--- config.mk ---
export PLATFORM = sky130hd
export DESIGN_NAME = logic_op_sequencer
export DESIGN_NICKNAME = d
export VERILOG_FILES = /design/src/rtl/logic_seq_pkg.sv /design/src/rtl/logseq_shreg.sv /design/src/rtl/logic_op_sequencer.sv
export SDC_FILE = /design/constraint.sdc
export NUM_CORES = 1
export LEC_CHECK = 0
export CELL_PAD_IN_SITES_DETAIL_PLACEMENT = 0
export CELL_PAD_IN_SITES_GLOBAL_PLACEMENT = 1
export CORE_MARGIN = 2
export CORE_UTILIZATION = 41
export CTS_CLUSTER_DIAMETER = 60
export DETAILED_ROUTE_END_ITERATION = 10
export PLACE_DENSITY_LB_ADDON = 0.1
export SLEW_MARGIN = 20
export SYNTH_ARGS = -nofsm -noshare
export SYNTH_HDL_FRONTEND = slang
export SYNTH_HIERARCHICAL = 1
export SYNTH_SLANG_ARGS = --single-unit
--- constraint.sdc ---
create_clock -name clk -period 2.9 [get_ports clk]
set_input_delay 0.58 -clock clk [delete_from_list [all_inputs] [get_ports clk]]
set_output_delay 0.58 -clock clk [all_outputs]
set_load 0.005 [all_outputs]
--- src/rtl/logic_seq_pkg.sv ---
// Shared types for the bit-serial logic-op sequencer: opcodes, FSM states,
// and the opcode legality check used at command acceptance.
package logic_seq_pkg;

  typedef enum logic [2:0] {
    OP_AND = 3'b000,
    OP_OR  = 3'b001,
    OP_XOR = 3'b010,
    OP_NOT = 3'b011,
    OP_SHL = 3'b100
  } op_e;

  typedef enum logic [1:0] {
    IDLE = 2'd0,
    RUN  = 2'd1,
    DONE = 2'd2
  } state_e;

  function automatic logic op_legal(input logic [2:0] op);
    return op <= 3'(OP_SHL);
  endfunction

endpackage

--- src/rtl/logseq_shreg.sv ---
// Operand latch and result capture register for the sequencer; one result bit
// is written per RUN cycle at the index supplied by the FSM.
module logseq_shreg
  import logic_seq_pkg::*;
#(
  parameter int WIDTH = 8,
  localparam int IW = (WIDTH > 1) ? $clog2(WIDTH) : 1
) (
  input  logic             clk,
  input  logic             rst_n,
  input  logic             load_i,
  input  logic [2:0]       op_i,
  input  logic [WIDTH-1:0] a_i,
  input  logic [WIDTH-1:0] b_i,
  input  logic             err_i,
  input  logic             cap_i,
  input  logic [IW-1:0]    idx_i,
  input  logic             bit_i,
  output logic [2:0]       op_o,
  output logic [WIDTH-1:0] a_o,
  output logic [WIDTH-1:0] b_o,
  output logic [WIDTH-1:0] res_o,
  output logic             err_o
);

  logic [2:0]       op_q;
  logic [WIDTH-1:0] a_q, b_q, res_q;
  logic             err_q;

  always_ff @(posedge clk or negedge rst_n) begin
    if (!rst_n) begin
      op_q  <= '0;
      a_q   <= '0;
      b_q   <= '0;
      res_q <= '0;
      err_q <= 1'b0;
    end else if (load_i) begin
      // Result clears on load so an illegal op reports all-zero data.
      op_q  <= op_i;
      a_q   <= a_i;
      b_q   <= b_i;
      res_q <= '0;
      err_q <= err_i;
    end else if (cap_i) begin
      res_q[idx_i] <= bit_i;
    end
  end

  assign op_o  = op_q;
  assign a_o   = a_q;
  assign b_o   = b_q;
  assign res_o = res_q;
  assign err_o = err_q;

endmodule

--- src/rtl/logic_op_sequencer.sv ---
// Bit-serial sequencer driving an external 1-bit logic unit LSB first.
// Optional res_parity output when LOGSEQ_PARITY_EN is defined.
module logic_op_sequencer
  import logic_seq_pkg::*;
#(
  parameter int WIDTH = 8
) (
  input  logic             clk,
  input  logic             rst_n,
  input  logic             cmd_valid,
  output logic             cmd_ready,
  input  logic [2:0]       cmd_op,
  input  logic [WIDTH-1:0] cmd_a,
  input  logic [WIDTH-1:0] cmd_b,
  output logic             lu_a,
  output logic             lu_b,
  output logic             lu_opsel0,
  output logic             lu_opsel1,
  output logic             lu_opsel2,
  input  logic             lu_out,
  output logic             res_valid,
  input  logic             res_ready,
  output logic [WIDTH-1:0] res_data,
`ifdef LOGSEQ_PARITY_EN
  output logic             res_parity,
`endif
  output logic             res_err
);

  localparam int IW = (WIDTH > 1) ? $clog2(WIDTH) : 1;
  localparam logic [IW-1:0] LAST = IW'(WIDTH - 1);

  state_e           state_q, state_d;
  logic [IW-1:0]    idx_q, idx_d;
  logic             load, cap;
  logic [2:0]       op_q, opsel;
  logic [WIDTH-1:0] a_q, b_q;

  logseq_shreg #(.WIDTH(WIDTH)) u_shreg (
    .clk    (clk),
    .rst_n  (rst_n),
    .load_i (load),
    .op_i   (cmd_op),
    .a_i    (cmd_a),
    .b_i    (cmd_b),
    .err_i  (~op_legal(cmd_op)),
    .cap_i  (cap),
    .idx_i  (idx_q),
    .bit_i  (lu_out),
    .op_o   (op_q),
    .a_o    (a_q),
    .b_o    (b_q),
    .res_o  (res_data),
    .err_o  (res_err)
  );

  always_ff @(posedge clk or negedge rst_n) begin
    if (!rst_n) begin
      state_q <= IDLE;
      idx_q   <= '0;
    end else begin
      state_q <= state_d;
      idx_q   <= idx_d;
    end
  end

  always_comb begin
    state_d   = state_q;
    idx_d     = idx_q;
    cmd_ready = 1'b0;
    res_valid = 1'b0;
    load      = 1'b0;
    cap       = 1'b0;
    lu_a      = 1'b0;
    lu_b      = 1'b0;
    opsel     = 3'b000;
    case (state_q)
      IDLE: begin
        cmd_ready = 1'b1;
        if (cmd_valid) begin
          load    = 1'b1;
          idx_d   = '0;
          state_d = op_legal(cmd_op) ? RUN : DONE;
        end
      end
      RUN: begin
        cap   = 1'b1;
        opsel = op_q;
        lu_b  = b_q[idx_q];
        // SHL reuses the unit's pass-A path with operand A delayed by one bit.
        if (op_q == 3'(OP_SHL))
          lu_a = (idx_q == '0) ? 1'b0 : a_q[IW'(idx_q - 1'b1)];
        else
          lu_a = a_q[idx_q];
        if (idx_q == LAST) state_d = DONE;
        else               idx_d   = idx_q + 1'b1;
      end
      DONE: begin
        res_valid = 1'b1;
        if (res_ready) state_d = IDLE;
      end
      default: state_d = IDLE;
    endcase
  end

  assign lu_opsel0 = opsel[0];
  assign lu_opsel1 = opsel[1];
  assign lu_opsel2 = opsel[2];

`ifdef LOGSEQ_PARITY_EN
  assign res_parity = ^res_data;
`endif

endmodule

==> run_1/clock_nets.png <==
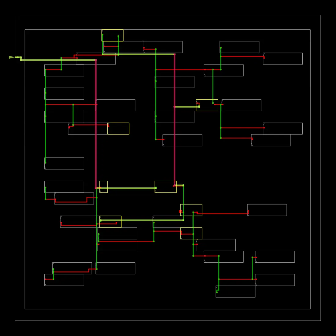
TritonCTS Sinks: 33
flip-flops: 33
clk latency late pin: 290 ps
CTS Buf Count: 5
Final Skew: 4.84 ps

==> run_1/floorplan.png <==
Pins as bars on the die edge.
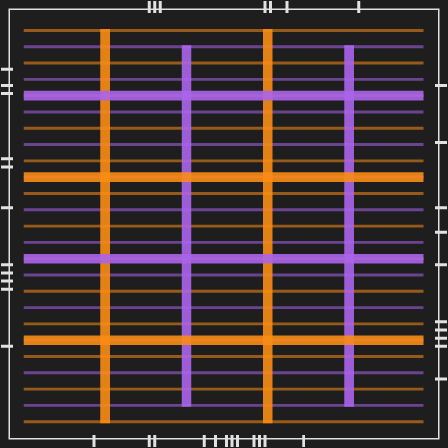
Key: orange = VSS; purple = VDD
25 met1 rails follow the rows. The core has 24 rows. 4 straps on met4.

==> run_1/ff_map.png <==
Other sequential cells in the stronger gray, the rest of the logic in the fainter gray.
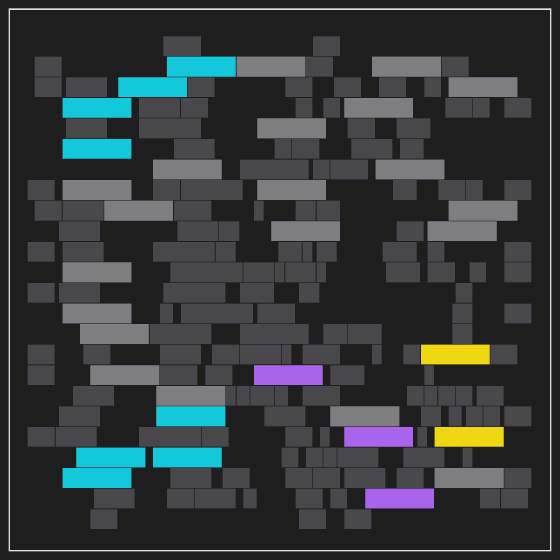
Key: purple = u_shreg/op_o [flops 3]; yellow = state_q [flops 2]; cyan = u_shreg/b_o [flops 8]
FF/Latch Area: 826 um2
Seq group: 0.848 mW
final core occ: 0.562
Seq area share: 0.337

==> run summary, run 1 <==
vias in the first global route = 1323
Core Util at FP = 0.428
CTS tree = built
Worst Setup End Kind = output pin
PnR worst setup slack = 153 ps
clock share of power = 0.144
Max-cap violations = 0
vias = 1227
row count = 24
postcts setup bufs = 1
Clock Pin Slew Worst Setup and Hold Paths = 70 ps
power share of the combinational group = 0.540
initial antenna violation count = 0
Tcrit/Tclk final = 0.947
kind of critical path = reg2out
# clk buffers = 7
status = finished, final reports clean
number of I/O port buffers = 39
gr usage total = 0.164
area fraction in mux cells = 0.338
YS chip area = 0.00186 mm2
Synth Cell Area = 0.00186 mm2
Adder Area Share = 0.0269
largest class = multi-input combinational cells
CORE AREA = 0.00435 mm2
CP Launch Type = register
maximum vdd drop = 0.000430 V
hold crit path type = reg2reg
Area leader share = 0.443
cell with the most instances after synthesis = dfrtp_1
H-tree levels = 2
global-route wire length before repair = 6400 um
==> run 1: stage by stage <==
| step | hold slack [ps] | instances | instance area (um2) | utilization |
|---|---|---|---|---|
| 3_3_place_gp | 480 | 222 | 2320 | 0.532 |
| 6_report | 489 | 232 | 2450 | 0.562 |
| 4_1_cts | 496 | 231 | 2440 | 0.561 |
| 3_5_place_dp | 484 | 222 | 2320 | 0.532 |
| 5_1_grt | 526 | 232 | 2450 | 0.562 |
| 2_1_floorplan | 284 | 131 | 1860 | - |
==> run 1: layer usage <==
metal  vias up  track usage  share of wire
met5         -            0              0
li1        574            -              -
met1       622        0.193           0.41
met2        26        0.285           0.54
met3         5       0.0464          0.036
met4         0       0.0629          0.016
==> run 1: path summary, 6_finish.rpt <==
kind,from,end,slack [ps],cells after the start
min in group asynchronous,rst_n,u_shreg/err_o,690,2
min,state_q[1],state_q[0],490,1
min reg2reg,state_q[1],state_q[0],490,1
max,idx_q[1],lu_a,150,7
max in group asynchronous,rst_n,u_shreg/b_o[5],1890,2
max reg2reg,idx_q[1],idx_q[0],1150,6
==> run 1: cells in the final DEF (no fill, tap or decap) <==
master,count
a211o_1,1
a21oi_1,1
a22o_1,2
a22oi_1,1
a22oi_2,1
and2_1,4
and4bb_1,3
buf_4,8
clkbuf_2,1
clkbuf_8,7
clkdlybuf4s50_1,38
clkinv_2,1
dfrtp_1,33
ha_1,2
ha_4,2
inv_1,2
inv_2,2
mux2_2,2
mux2_4,21
mux2i_1,10
mux4_1,2
mux4_2,6
nand2b_1,11
nand3_1,1
nand4_1,1
nand4b_1,3
nor2_1,7
nor2b_1,3
nor4b_2,1
o21ai_0,2
o21ai_1,1
==> run_1/m1.png <==
Supply wires on this layer in gray.
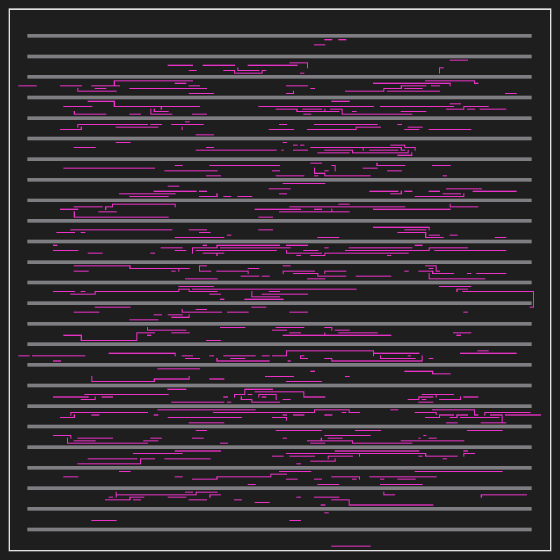

## Run 2: what changed since run 1
--- a/config.mk
+++ b/config.mk
@@ -11,6 +11,7 @@
 export CORE_UTILIZATION = 41
 export CTS_CLUSTER_DIAMETER = 60
 export DETAILED_ROUTE_END_ITERATION = 10
+export MAX_ROUTING_LAYER = met4
 export PLACE_DENSITY_LB_ADDON = 0.1
 export SLEW_MARGIN = 20
 export SYNTH_ARGS = -nofsm -noshare
==> run_2/m1.png <==
Supply wires on this layer in gray.
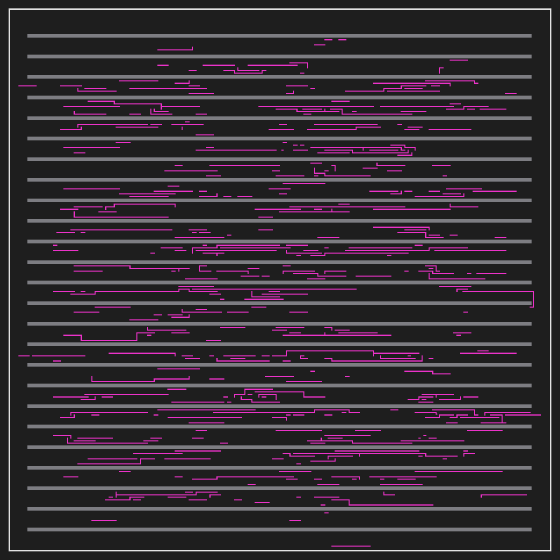
The layer holds 41% of the routed length. 174 nets have wire on it.

==> run_2/gates.png <==
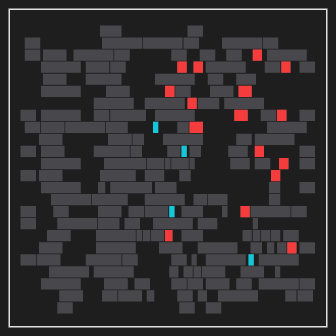
Key: red = nand cells [cells 16]; cyan = inv cells [cells 4, where center]
Finished Layout Cells: 232
Commonest Layout Cell: clkdlybuf4s50_1
Comb/total area: 0.407

==> run 2 against run 1 <==
Sequential share of layout area unchanged. Sequential power about the same. Final cell count unchanged. Clock power about the same. Die area unchanged. Highest routed layer unchanged. Critical path type unchanged. Global-route usage up 0.47 points. Routed wire length about the same. Synthesized cell count unchanged. Combinational power about the same. Non-clock buffer count unchanged. Design area unchanged.
==> run summary, run 2 <==
Synth Cell Area = 0.00186 mm2
Max-cap violations = 0
cell with the most instances after synthesis = dfrtp_1
Area leader share = 0.443
YS chip area = 0.00186 mm2
kind of critical path = reg2out
clk latency late pin = 290 ps
hold path depth = 1
row count = 24
vias in the first global route = 1322
most frequent cells in the layout = 38 x clkdlybuf4s50_1, 33 x dfrtp_1, 21 x mux2_4
global-route wire length before repair = 6410 um
PnR worst setup slack = 154 ps
leakage power = 1.08 nW
Seq group = 0.849 mW
nets = 207
Core Util at FP = 0.428
initial antenna violation count = 0
Synth cell types = 28
Worst Setup End Kind = output pin
Tcrit/Tclk final = 0.947
hold crit path type = reg2reg
clock share of power = 0.144
Residual DRC = 0
CORE AREA = 0.00435 mm2
CTS Buf Count = 5
FF/Latch Area = 826 um2
power share of the combinational group = 0.540
Placed Cells = 222
status = finished, final reports clean
gr usage total = 0.169
maximum vdd drop = 0.000430 V
Die Area = 0.00510 mm2
CTS tree = built
Clock Pin Slew Worst Setup and Hold Paths = 70 ps
H-tree levels = 2
vias = 1228
worst reg-to-reg path cell count = 6
hold slack = 489 ps
Final Skew = 4.83 ps
TritonCTS Sinks = 33
[run 2: worst paths after layout]
kind | start | end | slack, ps
setup / recovery | idx_q[1] | lu_a | 150
hold / removal | state_q[1] | state_q[0] | 490
setup reg to reg | idx_q[1] | idx_q[0] | 1150
hold reg to reg | state_q[1] | state_q[0] | 490
max in group asynchronous | rst_n | u_shreg/b_o[5] | 1900
min in group asynchronous | rst_n | u_shreg/err_o | 690
[run 2: critical path: stages (launching register included)]
cell      delay, ps
dfrtp_1         380
inv_2            80
ha_4            300
mux4_2          500
mux2_4          290
a22oi_2         120
o21ai_1          90
clkbuf_2        110
[run 2: layer usage]
metal / GRT usage / vias to the layer above / share of wire
met1: 0.192 / 623 / 0.41
met4: 0.0629 / 0 / 0.016
met2: 0.285 / 26 / 0.54
met3: 0.0464 / 5 / 0.036
li1: - / 574 / -
met5: - / - / 0
[run 2: area by class of cell]
class,count,share of cell area
tap,52,0.0266
sequential,33,0.337
clock buffer,7,0.0393
multi-input combinational,88,0.407
inverter,4,0.00613
timing repair buffer,47,0.182
clock inverter,1,0.00204
[run 2: metrics by stage]
step | utilization | area, um2
final | 0.562 | 2450
after global routing | 0.562 | 2450
after CTS | 0.561 | 2440
after detailed placement | 0.532 | 2320
after global placement | 0.532 | 2320
after floorplan | - | 1860
[run 2: logic make-up after synthesis]
family,count (synthesis),share of synthesized area
and+or+nand+nor,34,0.123
muxes,41,0.338
AOI/OAI and AO/OA,9,0.0356
DFF,33,0.443
buffers and inverters,10,0.0336
adders and majority gates,4,0.0269
[run 2: repair_timing]
| item | in CTS | in global routing |
|---|---|---|
| pin swaps | 1 | 3 |
| setup endpoints to repair | 1 | 1 |
| resized | 9 | 3 |
| setup buffers | 1 | 1 |
==> run_2/clock_nets.png <==
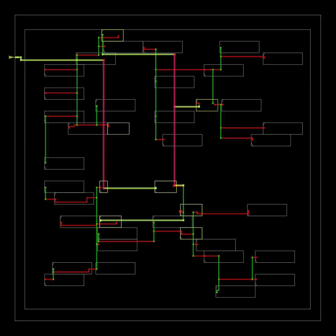

## Run 3: what changed since run 2
--- a/config.mk
+++ b/config.mk
@@ -7,9 +7,8 @@
 export LEC_CHECK = 0
 export CELL_PAD_IN_SITES_DETAIL_PLACEMENT = 0
 export CELL_PAD_IN_SITES_GLOBAL_PLACEMENT = 1
-export CORE_MARGIN = 2
+export CORE_ASPECT_RATIO = 1.25
 export CORE_UTILIZATION = 41
-export CTS_CLUSTER_DIAMETER = 60
 export DETAILED_ROUTE_END_ITERATION = 10
 export MAX_ROUTING_LAYER = met4
 export PLACE_DENSITY_LB_ADDON = 0.1
==> run_3/clock_nets.png <==
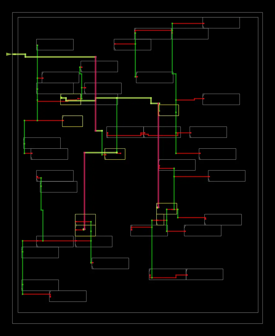
Final Skew: 5.46 ps
# clk buffers: 7
Clock group: 0.382 mW

==> run 3 against run 2 <==
Critical path depth unchanged. Hold slack better by 7.1 ps. Clock power about the same. First-iteration DRC count down 2.2%. Synthesized cell count unchanged. Largest power group unchanged. Largest cell class unchanged. Maximum frequency up 0.65%. Combinational power about the same. Highest routed layer unchanged. Via count down 1.3%.
==> run summary, run 3 <==
status = finished, final reports clean
maximum vdd drop = 0.000539 V
clock share of power = 0.142
max incr delay on CP = 510 ps
PnR worst setup slack = 171 ps
Core Util at FP = 0.424
GR Util met1 = 0.207
post_cts resized = 11
most frequent cells in the layout = 38 x clkdlybuf4s50_1, 33 x dfrtp_1, 21 x mux2_4
Worst Setup End Kind = output pin
Cell Chain, Critical Path = inv_2 > ha_4 > mux4_2 > mux2_4 > a22oi_2 > o21ai_1 > clkbuf_2
cell with the most instances after synthesis = dfrtp_1
power share of the combinational group = 0.544
Area leader share = 0.443
Clock Pin Slew Worst Setup and Hold Paths = 70 ps
leakage power = 1.07 nW
critical path buffer and inverter count = 2
postcts setup bufs = 2
Residual DRC = 0
area fraction in mux cells = 0.338
vias in the first global route = 1276
Main logic family = multiplexers
Die Area = 0.00482 mm2
row count = 27
Synth cell types = 28
vias = 1212
TritonCTS Sinks = 33
==> run_3/gates.png <==
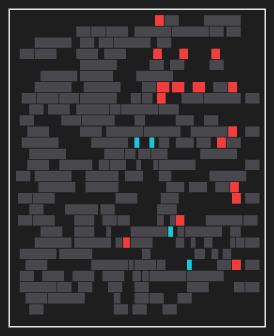
Key: cyan = inv cells [cells 4]; red = nand cells [cells 16]

-- run 3: cell counts after synthesis --
No cell type changed its count.
-- run 3: cells by family (layout without fill, tap and decap cells) --
kind of cell,count (synthesis),count (layout)
AND-OR/OR-AND,9,9
adder cells (fa/ha/maj),4,4
buffers and inverters,10,60
flip-flops,33,33
multiplexers,41,41
AND/OR/NAND/NOR,34,34
-- run 3: final cells by class --
type | instances | area [um2]
Tap cell | 58 | 72.6
Sequential cell | 33 | 826
Clock inverter | 1 | 5.00
Multi-Input combinational cell | 88 | 988
Fill cell | 391 | 1940
Inverter | 4 | 15.0
Timing Repair Buffer | 48 | 453
Clock buffer | 7 | 96.3
-- run 3: routing by layer --
layer | wire (um) | part of all wire | up-vias
met4 | 63 | 0.018 | 0
met2 | 1870 | 0.52 | 27
met3 | 118 | 0.033 | 6
met5 | 0 | 0 | -
met1 | 1540 | 0.43 | 604
li1 | - | - | 575
-- run 3: metrics by stage --
stage | TNS [ps] | hold WS, ps | instances | util | instance area (um2)
floorplan | 0 | 284 | 131 | - | 1860
global placement | 0 | 477 | 226 | 0.526 | 2310
detailed placement | -52.1 | 494 | 226 | 0.526 | 2310
CTS | 0 | 506 | 236 | 0.557 | 2450
global route | 0 | 533 | 239 | 0.559 | 2460
finish | 0 | 496 | 239 | 0.559 | 2460
-- run 3: final timing paths --
path,from,to,slack [ps],depth (start not counted)
min in group asynchronous,rst_n,u_shreg/res_o[4],700,2
max in group asynchronous,rst_n,u_shreg/a_o[7],1900,2
worst max-delay path,idx_q[0],lu_a,170,7
worst max register to register,idx_q[0],idx_q[0],1140,6
worst min-delay path,state_q[1],state_q[0],500,1
worst min register to register,state_q[1],state_q[0],500,1
Power and IR drop assume default switching activity.
